[config.mk]
export PLATFORM = sky130hd
export DESIGN_NAME = trap_unit
export DESIGN_NICKNAME = d
export VERILOG_FILES = /design/src/rtl/trap_unit.sv
export SDC_FILE = /design/constraint.sdc
export NUM_CORES = 1
export LEC_CHECK = 0
export CORE_MARGIN = 2
export CORE_UTILIZATION = 36
export DETAILED_ROUTE_END_ITERATION = 12
export GPL_TIMING_DRIVEN = 0
export PLACE_DENSITY_LB_ADDON = 0.2
export SLEW_MARGIN = 10
export SYNTH_ARGS = -nofsm -noshare
export SYNTH_HDL_FRONTEND = slang
export SYNTH_SLANG_ARGS = --single-unit
[constraint.sdc]
create_clock -name clk -period 2.2 [get_ports clk]
set_clock_uncertainty 0.05 [all_clocks]
set_input_delay 0.55 -clock clk [delete_from_list [all_inputs] [get_ports clk]]
set_output_delay 0.55 -clock clk [all_outputs]
set_load 0.005 [all_outputs]
[src/rtl/trap_unit.sv]
// trap_unit: gathers decode exceptions and interrupt lines, prioritises them,
// registers cause/epc, pulses a trap redirect, and tracks the handler until sret.
module trap_unit #(
   parameter int                   XLEN      = 32,
   parameter int                   NUM_IRQ   = 8,
   parameter logic [NUM_IRQ-1:0]   EDGE_MASK = '0
) (
   input  logic               clk,
   input  logic               rst,
   input  logic               stall,
   input  logic               exc_illegal,
   input  logic               exc_privileged,
   input  logic               exc_syscall,
   input  logic               exc_sbreak,
   input  logic               sret,
   input  logic [XLEN-1:0]    inst_pc,
   input  logic [NUM_IRQ-1:0] irq,
   input  logic [NUM_IRQ-1:0] irq_en,
   input  logic [NUM_IRQ-1:0] irq_clr,
   input  logic               global_ei,
   output logic               trap_valid,
   output logic               ret_valid,
   output logic [XLEN-1:0]    cause,
   output logic [XLEN-1:0]    epc,
   output logic [NUM_IRQ-1:0] ip,
   output logic               in_handler
);

   // Interrupt index needs 4 bits for up to 16 lines.
   localparam int IDX_W = 4;

   typedef enum logic [1:0] {IDLE, TRAP, HANDLER, RET} state_t;

   state_t             state, state_nxt;
   logic [NUM_IRQ-1:0] irq_q;
   logic [NUM_IRQ-1:0] ip_nxt;
   logic [NUM_IRQ-1:0] pend_en;
   logic               exc_any;
   logic               int_req;
   logic               take_trap;
   logic [IDX_W-1:0]   irq_idx;
   logic [XLEN-1:0]    exc_cause;
   logic [XLEN-1:0]    trap_cause;

   assign exc_any = exc_illegal | exc_privileged | exc_syscall | exc_sbreak;
   assign pend_en = ip & irq_en;
   assign int_req = global_ei & (|pend_en);

   // Pending vector next value: level lines follow irq, edge lines latch rising edges.
   always_comb begin
      // NOTE: every signal assigned in a combinational block gets a default first, otherwise a latch is inferred.
      ip_nxt = ip;
      for (int i = 0; i < NUM_IRQ; i++) begin
         if (EDGE_MASK[i]) begin
            if (irq[i] && !irq_q[i])
               ip_nxt[i] = 1'b1;   // set beats clear
            else if (irq_clr[i])
               ip_nxt[i] = 1'b0;
         end else begin
            ip_nxt[i] = irq[i];
         end
      end
   end

   // Pending vector and irq history registers.
   always_ff @(posedge clk) begin
      // NOTE: sequential state uses non-blocking assignments so all registers update together at the edge.
      if (rst) begin
         ip    <= '0;
         irq_q <= '0;
      end else begin
         ip    <= ip_nxt;
         irq_q <= irq;
      end
   end

   // Cause selection: lowest enabled pending interrupt, then exceptions by fixed priority.
   always_comb begin
      irq_idx = '0;
      for (int i = NUM_IRQ - 1; i >= 0; i--) begin
         if (pend_en[i])
            irq_idx = IDX_W'(i);
      end

      if (exc_illegal)         exc_cause = XLEN'(2);
      else if (exc_privileged) exc_cause = XLEN'(3);
      else if (exc_syscall)    exc_cause = XLEN'(6);
      else                     exc_cause = XLEN'(7);

      // Interrupts only count in IDLE; HANDLER sees exceptions only.
      if (state == IDLE && int_req) begin
         trap_cause              = '0;
         trap_cause[XLEN-1]      = 1'b1;
         trap_cause[IDX_W-1:0]   = irq_idx;
      end else begin
         trap_cause = exc_cause;
      end
   end

   // State register.
   always_ff @(posedge clk) begin
      if (rst) state <= IDLE;
      else     state <= state_nxt;
   end

   // Next-state logic; take_trap marks the cycle cause/epc are captured.
   always_comb begin
      state_nxt = state;
      take_trap = 1'b0;
      case (state)
         IDLE: begin
            if (!stall && (exc_any || int_req)) begin
               take_trap = 1'b1;
               state_nxt = TRAP;
            end
         end
         TRAP:    state_nxt = HANDLER;
         HANDLER: begin
            if (!stall && exc_any) begin
               take_trap = 1'b1;
               state_nxt = TRAP;
            end else if (!stall && sret) begin
               state_nxt = RET;
            end
         end
         RET:     state_nxt = IDLE;
         default: state_nxt = IDLE;
      endcase
   end

   // Cause / exception PC capture, held until the next trap.
   always_ff @(posedge clk) begin
      if (rst) begin
         cause <= '0;
         epc   <= '0;
      end else if (take_trap) begin
         cause <= trap_cause;
         epc   <= inst_pc;
      end
   end

   // Moore outputs, forced low while reset is asserted so an aborted trap emits no pulse.
   always_comb begin
      trap_valid = (state == TRAP) && !rst;
      ret_valid  = (state == RET) && !rst;
      in_handler = (state == TRAP || state == HANDLER) && !rst;
   end

endmodule

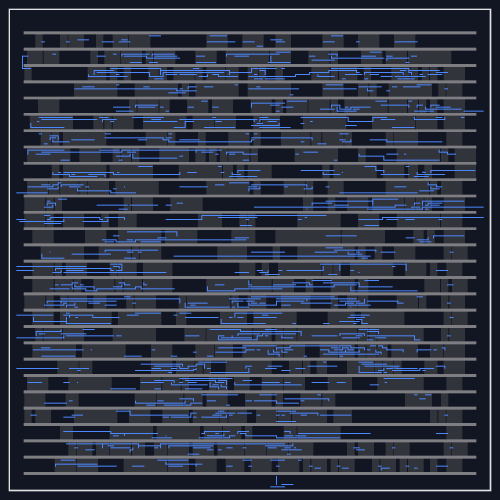
**Above:** met1 routing.
Drawn at 6 px/µm. Supply wires on this layer in gray.
nets with wire on the layer: 378
wire length on this layer: 2,260 µm
share of all routed wire: 41%
routing usage on met1: 0.188
Total Wirelength: 5560 µm

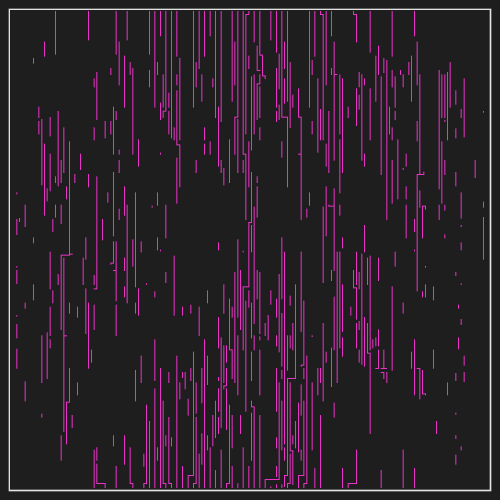
**Above:** M2 wires.
Drawn at 6 px/µm.
main direction: vertical
wire length on this layer: 2,770 µm
M2 GR Usage: 0.282
DR vias: 1,990

==> changes_impl.md <==
### Physical design

* Biggest register: epc
* Final min period at between 2 and 2.5 ns
* Logic power comb at around 0.001 W
* # hold bufs at CTS at 0
* Pwr Total at 0.00262 W
* Run status: finished, final reports clean
* Top FF cell, synth: dfxtp_1
* Vias in the first global route at 1,807
* Reg area at 923 µm²
* CP delay by family, top: simple AND/OR/NAND/NOR gates
* Clock Path Buffers at 2
* Post-cts gate resize count at 11
* Setup CP Type: in -> reg
* Dominant cell area share at 0.443
* Origin of the worst setup path: exc_privileged
* WL met2 at between 2000 and 3000 µm
* Worst-case hold slack at 0.403 ns
* Setup bufs post-CTS at 2
* Net Sw Frac at 0.283
* Number of tapcells at 72
* Placed cell count at 448
* Top area cell types: dfxtp_1 44%, nand2_1 13%, buf_4 10%
* Worst slack, placed at -0.392 ns
* Die X at 80.0 µm
* Drt pass-1 iters at 4
* Area growth from synthesis to layout at 73.7%
* Fmax at between 400 and 500 MHz
* Synth unique cells at 31
* Met1 Routed Length at roughly 2300 µm
* CP Max Fanout at 7
* Floorplan core density at 0.375
* MaxCap Viol Count at 0
* CTS tree: built
* R2r setup slk at 0.31 ns
* Final setup fails at 0
* # rows at 27
* Gr usage total at 0.164
* EDFF count, synth at 0
* Hold Crit Class: reg -> reg
* Dpl cell area at ~3300 µm²
* Buffering overhead at 0.393
* Number of H-tree levels at 2
* Number of flip-flops in the largest register at 32
* Int Power at about 0.0019 W
* Final cell count without fillers at 462
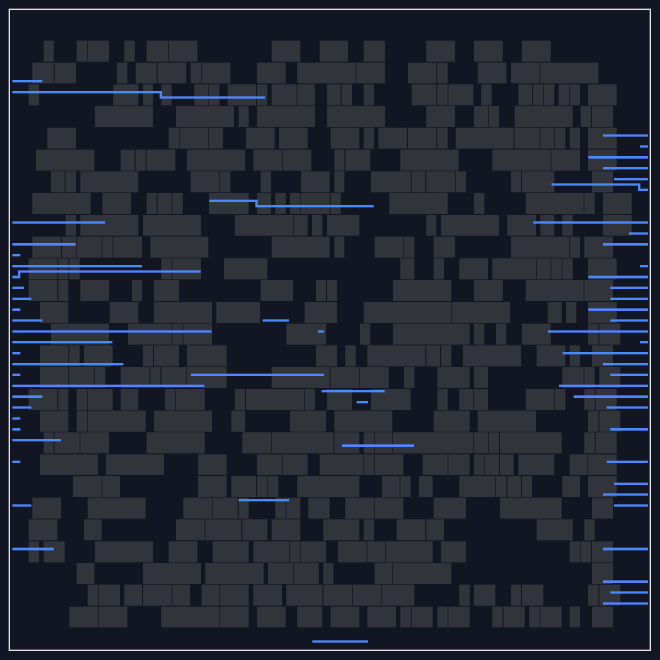
**Above:** M3 wires.
Drawn at 8 px/µm.
wire length on this layer: 453 µm
main direction: horizontal
longest straight run: 24.6 µm
GRT met3 Usage: 0.0622

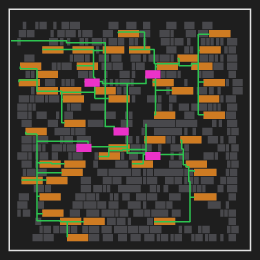
**Above:** clock wires, drivers and flops.
Drawn at 3 px/µm.
legend:
  green:
    item: clock wires
    length: 543 µm
  orange:
    item: flip-flops
    count: 46
  magenta:
    item: cells driving clock nets
    count: 5
routed clock nets: 6
clock-net power: 0.000633 W
Worst-Skew Late Latency: 0.29 ns

Power figures rest on the tool's default switching activity, not on a simulated workload.
